==> src/rtl/board_input_unit.sv <==
// Board input peripheral: synchronises switches and buttons, debounces the buttons and
// latches press events behind a small CPU register window with a maskable interrupt.
module board_input_unit #(
  parameter int unsigned DEBOUNCE_CYCLES = 4,
  parameter int unsigned CNT_W           = 8
) (
  input  logic        clk,
  input  logic        reset,
  input  logic [15:0] switches,
  input  logic        btn_u,
  input  logic        btn_d,
  input  logic        btn_l,
  input  logic        btn_r,
  input  logic [1:0]  addr,
  input  logic        rd_en,
  input  logic        wr_en,
  input  logic [31:0] wr_data,
  output logic [31:0] rd_data,
  output logic        irq
);

  localparam logic [CNT_W-1:0] CntMax = CNT_W'(DEBOUNCE_CYCLES - 1);

  logic [3:0]             btn_raw;
  logic [15:0]            sw_meta_q, sw_sync_q;
  logic [3:0]             btn_meta_q, btn_sync_q;
  logic [3:0]             st_q, st_d;
  logic [3:0][CNT_W-1:0]  cnt_q, cnt_d;
  logic [3:0]             flags_q, flags_d;
  logic [3:0]             mask_q, mask_d;
  logic [3:0]             new_press;
  logic [31:0]            rd_data_d;
  logic                   irq_d;

  // Bit order: [0]=up, [1]=down, [2]=left, [3]=right.
  assign btn_raw = {btn_r, btn_l, btn_d, btn_u};

  always_comb begin
    st_d  = st_q;
    cnt_d = '0;
    for (int i = 0; i < 4; i++) begin
      if (btn_sync_q[i] != st_q[i]) begin
        if (cnt_q[i] == CntMax) begin
          st_d[i] = btn_sync_q[i];
        end else begin
          cnt_d[i] = cnt_q[i] + CNT_W'(1);
        end
      end
    end
  end

  assign new_press = st_d & ~st_q;

  always_comb begin
    flags_d   = flags_q | new_press;
    mask_d    = mask_q;
    rd_data_d = rd_data;
    if (rd_en) begin
      unique case (addr)
        2'd0: rd_data_d = {16'h0, sw_sync_q};
        2'd1: rd_data_d = {28'h0, st_q};
        2'd2: rd_data_d = {28'h0, flags_q};
        2'd3: rd_data_d = {28'h0, mask_q};
        default: rd_data_d = '0;
      endcase
      // Clear-on-read keeps a press accepted on the same edge.
      if (addr == 2'd2) flags_d = new_press;
    end
    if (wr_en && addr == 2'd3) mask_d = wr_data[3:0];
    // Old mask is used here, so a mask write reaches irq one edge later.
    irq_d = |(flags_d & mask_q);
  end

  always_ff @(posedge clk) begin
    if (reset) begin
      sw_meta_q  <= '0;
      sw_sync_q  <= '0;
      btn_meta_q <= '0;
      btn_sync_q <= '0;
      st_q       <= '0;
      cnt_q      <= '0;
      flags_q    <= '0;
      mask_q     <= 4'hF;
      rd_data    <= '0;
      irq        <= 1'b0;
    end else begin
      sw_meta_q  <= switches;
      sw_sync_q  <= sw_meta_q;
      btn_meta_q <= btn_raw;
      btn_sync_q <= btn_meta_q;
      st_q       <= st_d;
      cnt_q      <= cnt_d;
      flags_q    <= flags_d;
      mask_q     <= mask_d;
      rd_data    <= rd_data_d;
      irq        <= irq_d;
    end
  end

endmodule

==> config.mk <==
export PLATFORM = sky130hd
export DESIGN_NAME = board_input_unit
export DESIGN_NICKNAME = d
export VERILOG_FILES = /design/src/rtl/board_input_unit.sv
export SDC_FILE = /design/constraint.sdc
export NUM_CORES = 1
export LEC_CHECK = 0
export ABC_AREA = 1
export ABC_CLOCK_PERIOD_IN_PS = 3000
export CORE_ASPECT_RATIO = 1.25
export CORE_MARGIN = 1.5
export CORE_UTILIZATION = 35
export DETAILED_ROUTE_END_ITERATION = 10
export GPL_TIMING_DRIVEN = 0
export SLEW_MARGIN = 0
export SYNTH_ARGS = -nofsm -noshare
export SYNTH_HDL_FRONTEND = slang
export SYNTH_SLANG_ARGS = --single-unit
==> constraint.sdc <==
create_clock -name clk -period 3 [get_ports clk]
set_input_delay 0.75 -clock clk [delete_from_list [all_inputs] [get_ports clk]]
set_output_delay 0.75 -clock clk [all_outputs]
set_load 0.01 [all_outputs]
Fig. 1: run 1, clock distribution
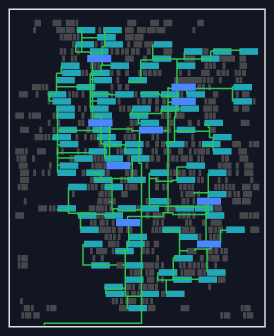
[cyan] flip-flops | count: 101
[blue] clock drivers | count: 9
[green] clock wires | length: 1070 um
routed clock nets: 10
clock power share: 42.9%
Late-Pin Clk Latency: 0.34 ns
clock network power: 0.00119 W
clk_skew: 0.00543 ns

Fig. 2: run 1, routing congestion
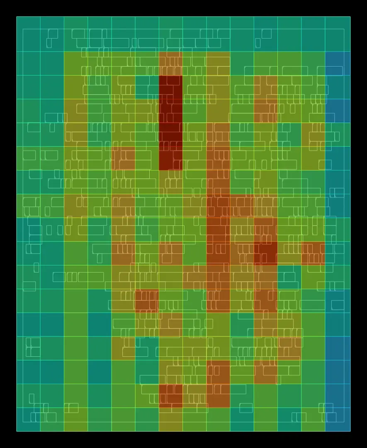
Global Route Usage Sum: 13.2%
Avg WL per Cell: 10.4 um
met2 usage: 21.8%

==> changes_impl.md, run 1 <==
### Implementation results

* Max Used Layer: met4
* Vias in the first global route at 2831
* Seq cells post-synth at 101
* Syn Inst Count at 480
* Worst R2R End: irq
* TritonCTS clock tree: done
* Vias at 2980
* DP Worst Slack at 0.669 ns
* GRT busiest layer: met2
* Minimum clock period at 2.01 ns
* Leak pwr at 2.10 nW
* GR Util met1 at 15.9%
* Log Warnings at 54
* Status: completed
* Hold Vio Cnt, Final at 0
* Tot Pwr at 0.00278 W
* Met2 WL post-DR at 3420 um
* Final setup vio count at 0
* Area leader, netlist: dfxtp_1
* Mapped cell area at 3870 um^2
* First-pass GRT wire length at 12400 um
* Maximum clock path buffer count at 2
* Most frequent cells after synthesis: dfxtp_1 (101), nor2_1 (81), nand2_1 (74)
* DRT met1 WL at 3260 um
* Most frequent logic cells in the routed design: dfxtp_1 (101), nor2_1 (81), nand2_1 (74), inv_1 (64), clkdlybuf4s50_1 (46)
* Hold path depth at 2
* Nets at 614
* Largest net degree at the start of global routing at 20
* Critical Path Sink Type: output pin
* Via density at 4.33
* WL final at 7180 um
* Clock Sinks at 101
* Post-synth top area share at 52.2%
* Int Power at 0.00215 W
* Placed Cells at 673
* DP Area at 4550 um^2
* Comb pwr at 0.000187 W
* Synth Flop Type: dfxtp_1
Fig. 3: run 1, sizing map
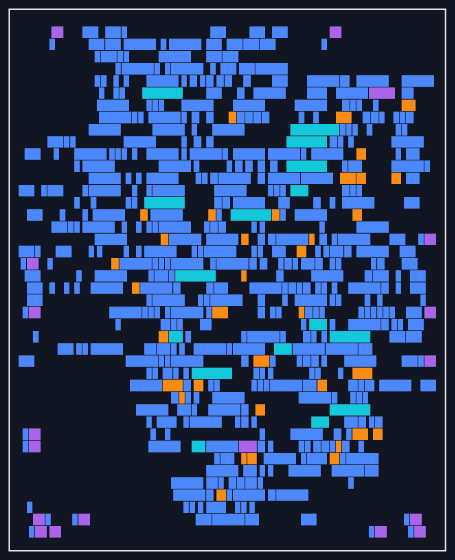
| color | size | cells | most used |
|---|---|---|---|
| blue | _0 and _1 cells | 488 | dfxtp_1 |
| cyan | _6 and larger | 16 | clkbuf_16 |
| purple | _3 and _4 cells | 18 | buf_4 |
| orange | _2 cells | 35 | nor2_2 |
crit path setup slack, layout: 0.991 ns
cell area after layout: 4860 um^2
Synth-to-Final Area Change: 25.7%
Buffers, non-clock: 73

## run 1: worst min-delay path: cells and delay by family (launching register included)
family	cells	cell delay, ns
buffers and inverters	1	0.04
DFF	1	0.30
and+or+nand+nor	1	0.03
## run 1: logic make-up after synthesis
kind of cell | Yosys count | share of synthesized area [%]
buffers and inverters | 98 | 11.5
AOI/OAI and AO/OA | 54 | 7.60
xor gates and xnor gates | 14 | 3.17
other | 1 | 0.0969
and+or+nand+nor | 208 | 24.1
adders and majority gates | 4 | 1.29
DFF | 101 | 52.2
## run 1: registers in the layout (all words and copies together), names as in the netlist
register	flops
flags_q	4
sw_meta_q	16
btn_sync_q	4
cnt_q	32
btn_meta_q	4
sw_sync_q	16
irq	1
mask_q	4
st_q	4
rd_data	16
--- run 2 (diff from run 1) ---
--- a/config.mk
+++ b/config.mk
@@ -6,7 +6,7 @@
 export NUM_CORES = 1
 export LEC_CHECK = 0
 export ABC_AREA = 1
-export ABC_CLOCK_PERIOD_IN_PS = 3000
+export ABC_CLOCK_PERIOD_IN_PS = 1700
 export CORE_ASPECT_RATIO = 1.25
 export CORE_MARGIN = 1.5
 export CORE_UTILIZATION = 35
==> constraint.sdc (replaced) <==
create_clock -name clk -period 1.7 [get_ports clk]
set_input_delay 0.425 -clock clk [delete_from_list [all_inputs] [get_ports clk]]
set_output_delay 0.425 -clock clk [all_outputs]
set_load 0.01 [all_outputs]
Fig. 4: run 2, clock distribution
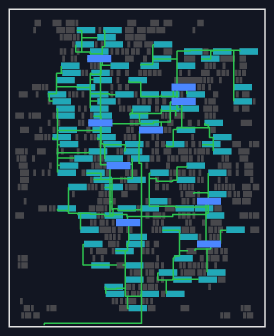
[green] clock wires | length: 1070 um
[blue] clock drivers | count: 9
[cyan] flip-flops | count: 101
routed clock nets: 10

Fig. 5: run 2, sizing map
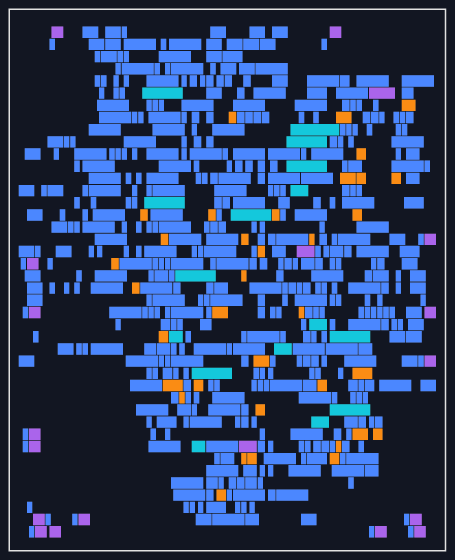
| color | size | cells |
|---|---|---|
| cyan | _6 and larger | 16 |
| purple | _3 and _4 cells | 19 |
| blue | _0 and _1 cells | 487 |
| orange | _2 cells | 35 |
cell area after layout: 4880 um^2
Synth-to-Final Area Change: 26.0%
crit path setup slack, layout: 0.0183 ns

==> run 2 against run 1 <==
  * Sequential share of layout area decreased by 0.12 points
  * Core utilization increased by 0.13 points
  * Combinational power increased by 76%
  * Sequential power increased by 76%
  * Synthesized cell count unchanged
  * Highest routed layer unchanged
==> changes_impl.md, run 2 <==
### Implementation results

* Most frequent logic cells in the routed design: dfxtp_1 (101), nor2_1 (81), nand2_1 (74), inv_1 (64), clkdlybuf4s50_1 (43) (was dfxtp_1 (101), nor2_1 (81), nand2_1 (74), inv_1 (64), clkdlybuf4s50_1 (46))
* Area leader, netlist: dfxtp_1 (unchanged)
* Tot Pwr at 0.00490 W (was 0.00278 W)
* Adders+Majority by Area at 1.29% (unchanged)
* Post-synth top area share at 52.2% (unchanged)
* Late-Pin Clk Latency at 0.34 ns (about the same)
* Maximum clock path buffer count at 2 (unchanged)
* Clock Sinks at 101 (unchanged)
* Yosys cell count at 480 (unchanged)
* Clk_skew at 0.00516 ns (was 0.00543 ns)
* Mapped cell area at 3870 um^2 (unchanged)
* TritonCTS clock tree: done (unchanged)
* Max reg flops at 32 (unchanged)
* WL final at 7210 um (was 7180 um)
* Nets at 614 (unchanged)
* Biggest register: cnt_q (unchanged)
* Synth Flop Type: dfxtp_1 (unchanged)
* Most frequent cells after synthesis: dfxtp_1 (101), nor2_1 (81), nand2_1 (74) (unchanged)
* Seq cells post-synth at 101 (unchanged)
* Critical Path Sink Type: output pin (unchanged)
* Syn Inst Count at 480 (unchanged)
* Met2 usage at 21.8% (unchanged)
* DP Area at 4550 um^2 (unchanged)
* Synth Area in XOR/XNOR at 3.17% (unchanged)
* Area fraction in compound gates at 7.60% (unchanged)
* Simple share at 24.1% (unchanged)
* Via density at 4.34 (was 4.33)
* Worst R2R End: irq (unchanged)
* Global Route Usage Sum at 13.2% (unchanged)
* Top logic family: simple AND/OR/NAND/NOR gates (unchanged)
* Flop2flop setup slack at 0.27 ns (was 1.58 ns)
* Hold Vio Cnt, Final at 0 (unchanged)
* Status: completed (unchanged)
* Final setup vio count at 0 (unchanged)
* Vias in the first global route at 2831 (unchanged)
* Largest net degree at the start of global routing at 20 (unchanged)
* Seq share, synth at 52.2% (unchanged)
* WP data required at 1.27 ns (was 2.25 ns)
* Minimum clock period at 1.68 ns
* First-pass GRT wire length at 12400 um (unchanged)
* Mux area share at 0% (unchanged)
* Most common cell after layout, fill and taps aside: dfxtp_1 (unchanged)
* Worst Min Path Start: sw_meta_q[13] (unchanged)
* Placed Cells at 673 (unchanged)
* Log Warnings at 54 (unchanged)
* Max Used Layer: met4 (unchanged)
* Hold path depth at 2 (unchanged)
* Leak pwr at 2.15 nW (was 2.10 nW)
* DP Worst Slack at -0.306 ns (was 0.669 ns)
* Vias at 2987 (was 2980)
* DRT met1 WL at 3280 um (was 3260 um)
Fig. 6: run 2, routing congestion
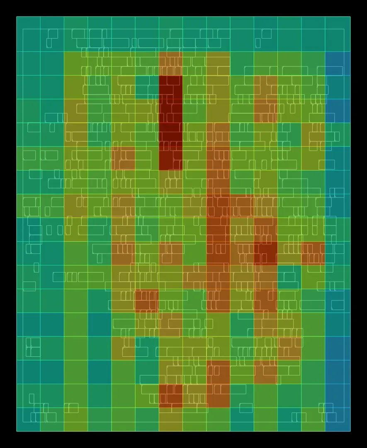
met3 usage: 3.06%
Util after Layout: 45.7%
Avg WL per Cell: 10.5 um
GR Util met1: 15.9%
GRT busiest layer: met2

[run 2: cell counts after synthesis]
No cell type changed its count.
[run 2: layout make-up]
class                      instances  share of cell area (%)
tap                              132                    3.39
sequential                       101                    41.5
clock inverter                     7                    1.77
clock buffer                       9                    4.62
buffer                            27                    3.67
multi-input combinational        296                    30.0
timing repair buffer              46                    9.59
inverter                          71                    5.46
[run 2: cell families (layout without fill, tap and decap cells)]
logic type                 Yosys count  count (layout)
xor gates and xnor gates            14              14
AOI/OAI and AO/OA                   54              54
other                                1              16
and+or+nand+nor                    208             208
adders and majority gates            4               4
buffers and inverters               98             160
DFF                                101             101
[run 2: where the power goes]
group          total (W)  switching (W)  internal, W
Combinational   0.000330       0.000161     0.000169
Sequential       0.00247      0.0000335      0.00244
Clock            0.00210       0.000921      0.00118
No activity file was given, so power comes from the tool's default toggle rates.
